run_1/io_fan.png
Bar = 50 µm.
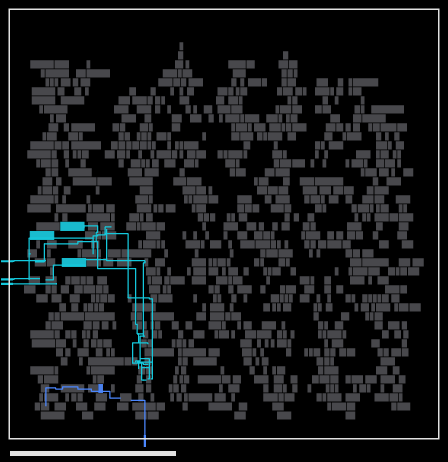
run_1/placement_by_type.png
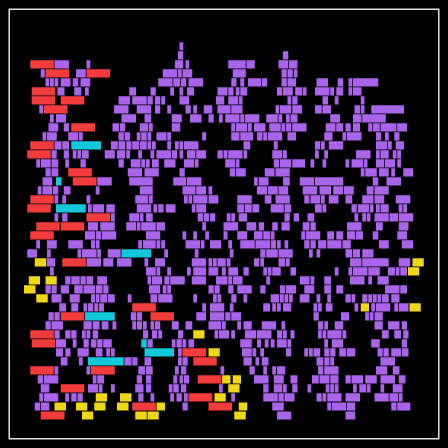
run_1/congestion.png
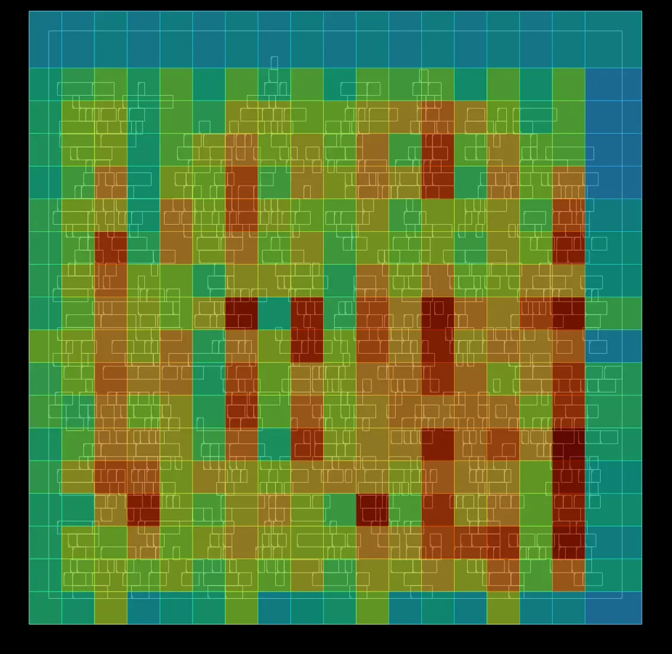
`src/rtl/ddr_read_phase_tuner_if.sv`:
```
// Control/status bundle between the read-phase calibration sequencer and the
// DDR3 management logic / clocking block / read-test engine.
interface ddr_read_phase_tuner_if;
   logic       start;
   logic       pll_locked;
   logic       phase_step;
   logic       phase_updn;
   logic       test_req;
   logic       test_done;
   logic       test_pass;
   logic       busy;
   logic       cal_done;
   logic       cal_fail;
   logic [7:0] pass_map;
   logic [2:0] cur_phase;

   modport master (
      input  start, pll_locked, test_done, test_pass,
      output phase_step, phase_updn, test_req, busy, cal_done, cal_fail, pass_map, cur_phase
   );

   modport slave (
      output start, pll_locked, test_done, test_pass,
      input  phase_step, phase_updn, test_req, busy, cal_done, cal_fail, pass_map, cur_phase
   );
endinterface

```
`src/rtl/ddr_read_phase_tuner.sv`:
```
// DDR3 read-capture clock phase calibration: sweeps the 8 phases with one read test
// each, picks the centre of the widest circular passing window and steps there.
module ddr_read_phase_tuner #(
   parameter int SETTLE_CYCLES = 64,
   parameter int TEST_TIMEOUT  = 4096
) (
   input logic                    clk,
   input logic                    rst,
   ddr_read_phase_tuner_if.master bus
);

   localparam int ANALYSE_CYCLES = 16;
   localparam int CNT_MAX = (TEST_TIMEOUT > SETTLE_CYCLES) ? TEST_TIMEOUT : SETTLE_CYCLES;
   localparam int CW = $clog2(CNT_MAX + 1);

   typedef enum logic [3:0] {
      S_IDLE, S_TEST, S_STEP, S_SETTLE, S_ANALYSE, S_MOVE, S_MOVE_SETTLE, S_DONE, S_FAIL
   } state_e;

   state_e        state_q, state_d;
   logic [2:0]    cur_phase_q, cur_phase_d;
   logic [7:0]    pass_map_q, pass_map_d;
   logic [2:0]    sweep_q, sweep_d;
   logic [2:0]    centre_q, centre_d;
   logic [CW-1:0] cnt_q, cnt_d;

   logic       busy, step, updn;
   logic [2:0] diff, best_start, best_centre, idx;
   logic [3:0] best_len, run_len;
   logic       run_on;

   always_comb busy = !(state_q inside {S_IDLE, S_DONE, S_FAIL});
   always_comb diff = centre_q - cur_phase_q;

   // Longest circular run of passes; strict '>' keeps the lowest start on ties.
   always_comb begin
      best_start = '0;
      best_len   = '0;
      run_len    = '0;
      run_on     = 1'b0;
      idx        = '0;
      for (int s = 0; s < 8; s++) begin
         run_len = '0;
         run_on  = 1'b1;
         for (int k = 0; k < 8; k++) begin
            idx = 3'(s + k);
            if (run_on && pass_map_q[idx]) run_len = run_len + 4'd1;
            else                           run_on  = 1'b0;
         end
         if (run_len > best_len) begin
            best_len   = run_len;
            best_start = 3'(s);
         end
      end
      best_centre = best_start + 3'((best_len - 4'd1) >> 1);
   end

   always_comb begin
      state_d     = state_q;
      cur_phase_d = cur_phase_q;
      pass_map_d  = pass_map_q;
      sweep_d     = sweep_q;
      centre_d    = centre_q;
      cnt_d       = cnt_q + CW'(1);
      step        = 1'b0;
      updn        = 1'b0;
      case (state_q)
         S_IDLE, S_DONE, S_FAIL: begin
            cnt_d = '0;
            if (bus.start) begin
               if (!bus.pll_locked) begin
                  state_d = S_FAIL;
               end else begin
                  pass_map_d = '0;
                  sweep_d    = '0;
                  state_d    = S_TEST;
               end
            end
         end
         S_TEST: begin
            if (bus.test_done) begin
               pass_map_d[cur_phase_q] = bus.test_pass;
               sweep_d = sweep_q + 3'd1;
               cnt_d   = '0;
               state_d = (sweep_q == 3'd7) ? S_ANALYSE : S_STEP;
            end else if (cnt_q == CW'(TEST_TIMEOUT - 1)) begin
               state_d = S_FAIL;
            end
         end
         S_STEP: begin
            step        = 1'b1;
            updn        = 1'b1;
            cur_phase_d = cur_phase_q + 3'd1;
            cnt_d       = '0;
            state_d     = S_SETTLE;
         end
         S_SETTLE, S_MOVE_SETTLE: begin
            if (cnt_q == CW'(SETTLE_CYCLES - 1)) begin
               cnt_d   = '0;
               state_d = (state_q == S_SETTLE) ? S_TEST : S_MOVE;
            end
         end
         S_ANALYSE: begin
            if (cnt_q == CW'(ANALYSE_CYCLES - 1)) begin
               cnt_d = '0;
               if (pass_map_q == 8'd0) begin
                  state_d = S_FAIL;
               end else begin
                  centre_d = best_centre;
                  state_d  = S_MOVE;
               end
            end
         end
         S_MOVE: begin
            cnt_d = '0;
            if (diff == 3'd0) begin
               state_d = S_DONE;
            end else begin
               // A 4-phase distance goes up; either direction takes four steps.
               step        = 1'b1;
               updn        = (diff <= 3'd4);
               cur_phase_d = updn ? cur_phase_q + 3'd1 : cur_phase_q - 3'd1;
               state_d     = S_MOVE_SETTLE;
            end
         end
         default: state_d = S_IDLE;
      endcase
      // Lock loss aborts; a step already issued this cycle is still tracked.
      if (busy && !bus.pll_locked) begin
         state_d    = S_FAIL;
         pass_map_d = pass_map_q;
      end
   end

   always_ff @(posedge clk) begin
      if (rst) begin
         state_q     <= S_IDLE;
         cur_phase_q <= '0;
         pass_map_q  <= '0;
         sweep_q     <= '0;
         centre_q    <= '0;
         cnt_q       <= '0;
      end else begin
         state_q     <= state_d;
         cur_phase_q <= cur_phase_d;
         pass_map_q  <= pass_map_d;
         sweep_q     <= sweep_d;
         centre_q    <= centre_d;
         cnt_q       <= cnt_d;
      end
   end

   assign bus.phase_step = step;
   assign bus.phase_updn = updn;
   assign bus.test_req   = (state_q == S_TEST);
   assign bus.busy       = busy;
   assign bus.cal_done   = (state_q == S_DONE);
   assign bus.cal_fail   = (state_q == S_FAIL);
   assign bus.pass_map   = pass_map_q;
   assign bus.cur_phase  = cur_phase_q;

endmodule

```
`src/flat_wrapper.sv`:
```
// flat-port wrapper written by rule: the top's interface ports become plain ports
module ddr_read_phase_tuner_flat 
#(
   parameter int SETTLE_CYCLES = 64,
   parameter int TEST_TIMEOUT  = 4096
)
  (clk, rst, bus_start, bus_pll_locked, bus_test_done, bus_test_pass, bus_phase_step, bus_phase_updn, bus_test_req, bus_busy, bus_cal_done, bus_cal_fail, bus_pass_map, bus_cur_phase);
  ddr_read_phase_tuner_if bus_i ();
  input logic clk;
  input logic rst;
  input wire logic [$bits(bus_i.start)-1:0] bus_start;
  input wire logic [$bits(bus_i.pll_locked)-1:0] bus_pll_locked;
  input wire logic [$bits(bus_i.test_done)-1:0] bus_test_done;
  input wire logic [$bits(bus_i.test_pass)-1:0] bus_test_pass;
  output wire logic [$bits(bus_i.phase_step)-1:0] bus_phase_step;
  output wire logic [$bits(bus_i.phase_updn)-1:0] bus_phase_updn;
  output wire logic [$bits(bus_i.test_req)-1:0] bus_test_req;
  output wire logic [$bits(bus_i.busy)-1:0] bus_busy;
  output wire logic [$bits(bus_i.cal_done)-1:0] bus_cal_done;
  output wire logic [$bits(bus_i.cal_fail)-1:0] bus_cal_fail;
  output wire logic [$bits(bus_i.pass_map)-1:0] bus_pass_map;
  output wire logic [$bits(bus_i.cur_phase)-1:0] bus_cur_phase;
  assign bus_i.start = bus_start;
  assign bus_i.pll_locked = bus_pll_locked;
  assign bus_i.test_done = bus_test_done;
  assign bus_i.test_pass = bus_test_pass;
  assign bus_phase_step = bus_i.phase_step;
  assign bus_phase_updn = bus_i.phase_updn;
  assign bus_test_req = bus_i.test_req;
  assign bus_busy = bus_i.busy;
  assign bus_cal_done = bus_i.cal_done;
  assign bus_cal_fail = bus_i.cal_fail;
  assign bus_pass_map = bus_i.pass_map;
  assign bus_cur_phase = bus_i.cur_phase;
  ddr_read_phase_tuner #(.SETTLE_CYCLES(SETTLE_CYCLES), .TEST_TIMEOUT(TEST_TIMEOUT)) u_core (.clk(clk), .rst(rst), .bus(bus_i));
endmodule
```
`config.mk`:
```
export PLATFORM = sky130hd
export DESIGN_NAME = ddr_read_phase_tuner_flat
export DESIGN_NICKNAME = d
export VERILOG_FILES = /design/src/rtl/ddr_read_phase_tuner_if.sv /design/src/rtl/ddr_read_phase_tuner.sv /design/src/flat_wrapper.sv
export SDC_FILE = /design/constraint.sdc
export NUM_CORES = 1
export LEC_CHECK = 0
export CORE_MARGIN = 4
export CORE_UTILIZATION = 40
export CTS_CLUSTER_SIZE = 12
export DETAILED_ROUTE_END_ITERATION = 10
export PLACE_DENSITY = 0.52
export SKIP_LAST_GASP = 1
export SYNTH_ARGS = -nofsm -noshare
export SYNTH_HDL_FRONTEND = slang
export SYNTH_SLANG_ARGS = --single-unit
export TNS_END_PERCENT = 30
```
`constraint.sdc`:
```
create_clock -name clk -period 19.91 [get_ports clk]
set_clock_uncertainty 0.1 [all_clocks]
set_input_delay 2.9865 -clock clk [delete_from_list [all_inputs] [get_ports clk]]
set_output_delay 2.9865 -clock clk [all_outputs]
set_load 0.05 [all_outputs]
```
==> out/summary.txt, run 1 <==
status: completed
die height: 129 µm
FA/HA/MAJ Cells, Area Fraction: 16.0%
Slowest-stage cell, CP: dfxtp_1
Power, Total: 0.245 mW
DR pass1 iterations: 5
simple-gate portion of the synthesized area: 28.2%
largest net degree at the start of global routing: 30
Pint: 0.161 mW
flop share of the area: 10.7%
Worst path depth: 75
Post-synth top flop: dfxtp_1
die area: 16700 µm²
Logic power comb: 0.0826 mW
share of post-route cells with drive strength above 1: 6.14%
Setup TNS Final: 0 ns
post-synth top area share: 15.5%
met1 wire length: 7390 µm
Hold Path Stages: 1
CTS Buffer Depth: 2
DRC violation count after routing: 0
post-layout period usage: 84.9%
worst r2r src: u_core.bus.pass_map[1]
Final Non-Filler Cells: 1014
Top Consumer: the clock network
combinational share of cell area: 75.8%
Inverters, non-clock: 57
number of global-route vias before repair: 5822
Filler cells: 1525
FF-to-FF setup slack: 3.01 ns
flip-flops: 34
Via Count: 5836
Core Util, Final: 44.1%
flip-flops with a built-in enable: 0
top cells by count, synth: nand2_1, nor2_1, ha_1
Antenna Violating Nets Remaining: 0
cell area power density: 38.4 nW/µm²
Sequential Power Share: 30.3%
crit path launch: u_core.bus.pass_map[1]
Worst Path Max Fanout: 19
Worst Tran Pin Value: 0.959 ns
tap cells: 184
Clk power: 0.0884 mW
leakage: 2.95 nW
Clock Latency Late Sink: 0.28 ns
Row Count: 44
Crit path required time: 19.94 ns
Data arrival, critical path: 16.93 ns
ao+oa area frac: 21.3%
clkbuf count: 5
Multi-input gate area: 4840 µm²
fp util: 40.6%
htree depth: 2
Total GRT Usage: 20.1%
bufs w/o clock: 27
Tmin final: 16.90 ns
clock network fraction of total power: 36.0%
TritonCTS Sinks: 34
XOR-XNOR Cells, Area Fraction: 9.27%
Post-Syn Instances: 831
Rel. slew slack: 35.9%
Synth cell types: 81
CTS tree: yes
GP Congestion: 0.874
tool warnings: 28
Top reg by flops: u_core.cnt_q
dominant kind of cell: multi-input combinational cells
top cells by area, synth: ha_1, dfxtp_1, nand2_1, nor2_1, mux2i_1
syn avg cell area: 7.08 µm²
WL met2: 8330 µm
max-slew violation count: 0
Worst Path Buf+Inv: 5
About io_fan.png:
[`bus_test_req`] blue | direction: output | edge: bottom | end cells: 1 | wire: 47.6 µm
[`bus_cur_phase`] cyan | direction: output | edge: left | end cells: 3 | wire: 337 µm
IO Pins: 23
Buffers on Ports: 22

About placement_by_type.png:
[other buffers and delay cells] yellow | cells: 27 | share of their area: 4.2%
[clock drivers and dummy loads] cyan | cells: 8 | share of their area: 2.7%
[combinational and other logic] purple | cells: 761 | share of their area: 82%
[flops] red | cells: 34 | share of their area: 11%

About congestion.png:
wire per inst: 16.3 µm
Top Usage Layer GRT: met2
Global Route met3 Usage: 1.90%
grt met2 use: 36.9%
met1 GRT Util: 24.2%

==> inputs of run 2 (changes only) <==
==> constraint.sdc (replaced) <==
create_clock -name clk -period 15.9 [get_ports clk]
set_clock_uncertainty 0.1 [all_clocks]
set_input_delay 2.385 -clock clk [delete_from_list [all_inputs] [get_ports clk]]
set_output_delay 2.385 -clock clk [all_outputs]
set_load 0.05 [all_outputs]
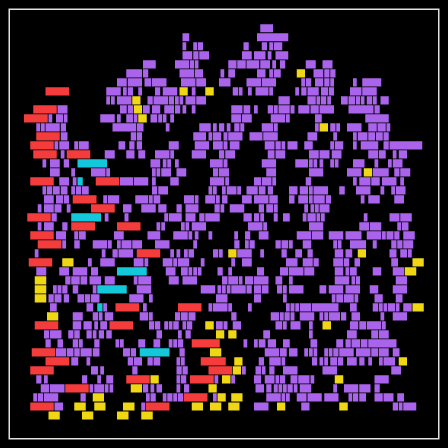
run_2/placement_by_type.png
[other buffers and delay cells] yellow | cells: 46 | share of their area: 6.3%
[combinational and other logic] purple | cells: 761 | share of their area: 81%
[clock drivers and dummy loads] cyan | cells: 7 | share of their area: 2.1%
[flops] red | cells: 34 | share of their area: 11%

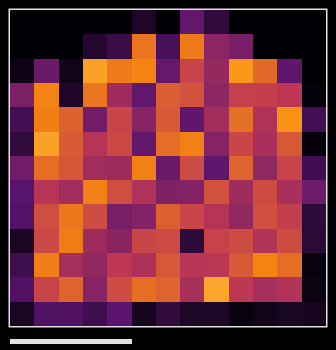
run_2/cell_density.png
Bar = 50 µm. The die is cut into 13 by 13 equal tiles; black is low, pale yellow is high, 0 to 100% covered.
emptiest ninth of the die: upper left
mean over tiles: 38%
nearly empty tiles: 11%

==> out/summary.txt, run 2 <==
non-clock buffer share of cell area: 6.11%
DRC violation count after routing: 0 (unchanged)
combinational share of cell area: 74.6% (-1.2 points)
Top reg by flops: u_core.cnt_q
clkbuf count: 5 (unchanged)
Hold EP: u_core.cnt_q[0]
Crit path required time: 15.92 ns (-4.02 ns)
FF-to-FF setup slack: 1.07 ns (-1.94 ns)
HP Start: u_core.cnt_q[0]
leakage: 3.02 nW (+2.3%)
Final Non-Filler Cells: 1032 (+1.8%)
Pint: 0.189 mW (+17%)
Hold Crit Class: reg -> reg
die height: 129 µm (unchanged)
Finished Cell Area: 6560 µm²
Antenna Violating Nets Remaining: 0 (unchanged)
Setup TNS Final: 0 ns (unchanged)
yosys stat area: 5880 µm²
Top Layout Cells: nand2_1, nor2_1, ha_1
worst vdd ir: 0.0516 mV
worst r2r src: u_core.bus.pass_map[1]
cells on worst reg2reg path: 79
Tmin final: 14.83 ns (-2.07 ns)
share of post-route cells with drive strength above 1: 9.79% (+3.6 points)
number of antenna violations at the first check in global routing: 0
post-synth top area share: 15.5% (unchanged)
reg2reg end: u_core.centre_q[2]
Clock-cell share: 2.06%
Clock Latency Late Sink: 0.28 ns (about the same)
Synth mux share: 7.42%
post-synth top area cell: ha_1
Post-Syn Instances: 831 (unchanged)
root buf cell: clkbuf_16
GP Congestion: 0.936 (+7.1%)
DR WL met3: 445 µm
Core Util, Final: 45.3% (+1.2 points)
area delta synth->final: 11.5%
fp util: 40.6% (unchanged)
CTS tree: yes
CP Class: reg -> reg
Via density: 5.80
Worst path most repeated cell: ha_1
final-report setup violation count: 0
Filler cells: 1502 (-1.5%)
chip width: 129 µm
core area: 14500 µm²
Net Sw Power: 0.105 mW
highest metal used: met4
dominant kind of cell: multi-input combinational cells
bufs w/o clock: 46 (+70%)
final WL: 16600 µm
DP Cell Count: 1018
Power, Total: 0.294 mW (+20%)
Hold Slack: 0.343 ns
CTS resizes: 0
tool warnings: 28 (unchanged)
top cells by count, synth: nand2_1, nor2_1, ha_1
Top Usage Layer GRT: met2
Post-synth top flop: dfxtp_1
startpoint types: flip-flop
DR iter-0 viols: 311
Via Count: 5989 (+2.6%)
Data arrival, critical path: 14.85 ns (-2.08 ns)
Rel. slew slack: 35.2% (-0.75 points)
Reg clk slew, reported paths: 0.06 ns
Top Consumer: combinational cells
Setup crit end: u_core.centre_q[2]
buffer count from post-CTS setup fixing: 0
FA/HA/MAJ Cells, Area Fraction: 16.0% (unchanged)
Synth cell types: 81 (unchanged)
WL met2: 8270 µm (-0.73%)
met1 wire length: 7360 µm (-0.45%)
crit end category: flip-flop
Sequential Power Share: 31.6% (+1.3 points)
ao+oa area frac: 21.3% (unchanged)
Fin. Hold Viols: 0
multi-input gates: 704
Logic power comb: 0.109 mW (+32%)
Synthesized Nets: 911
Worst Tran Pin Value: 0.970 ns (+0.0113 ns)
CTS Buffer Depth: 2 (unchanged)
Slowest-stage cell, CP: fa_1
post-route setup slack: 1.07 ns
sequential-to-total area share from yosys stat: 11.6%
Worst path top cell family by delay: AND-OR/OR-AND gates
Worst path depth: 79 (+5.3%)
fmax: 67.4 MHz
Row Count: 44 (unchanged)
wire per inst: 16.1 µm (-1.0%)
Total GRT Usage: 19.9% (-0.19 points)
crit path launch: u_core.bus.pass_map[1]
largest net degree at the start of global routing: 27 (-10%)
flip-flops with a built-in enable: 0 (unchanged)
tap cells: 184 (unchanged)
first-pass GRT wire length: 27500 µm
top cells by area, synth: ha_1, dfxtp_1, nand2_1, nor2_1, mux2i_1
number of global-route vias before repair: 5749 (-1.3%)
TritonCTS Sinks: 34 (unchanged)
Clk power: 0.0914 mW (+3.4%)
hpwl dp: 13000 µm
Yosys warnings: 0
antenna fix cells: 0
Hold Path Stages: 1 (unchanged)
clock buffer count from CTS: 5
Worst Path Max Fanout: 10 (-9)
cell area power density: 44.8 nW/µm² (+17%)
Seq. pwr: 0.0927 mW
grt met2 use: 36.0% (-0.91 points)
count leader, synth: nand2_1
slowest stage delay, CP: 0.44 ns
IO Pins: 23 (unchanged)
met1 GRT Util: 24.1% (-0.064 points)
switching part of the total: 35.7%
Buffers on Ports: 22 (unchanged)
clock network fraction of total power: 31.1% (-4.9 points)
Worst Path Buf+Inv: 8 (+3)
Inverters, non-clock: 57 (unchanged)
htree depth: 2 (unchanged)
max-slew violation count: 0 (unchanged)
Multi-input gate area: 4890 µm² (+1.2%)
flop share of the area: 10.5% (-0.21 points)
syn avg cell area: 7.08 µm² (unchanged)
Global Route met3 Usage: 1.36% (-0.54 points)
die area: 16700 µm² (unchanged)
Largest register FFs: 13
NumNets Final: 928
fraction of registers with async set/reset: 0%
flip-flops: 34 (unchanged)
DP Worst Slack: 0.183 ns
simple-gate portion of the synthesized area: 28.2% (unchanged)
XOR-XNOR Cells, Area Fraction: 9.27% (unchanged)
DR pass1 iterations: 5 (unchanged)
post-layout period usage: 93.3% (+8.4 points)
status: completed
Power and IR drop assume default switching activity.
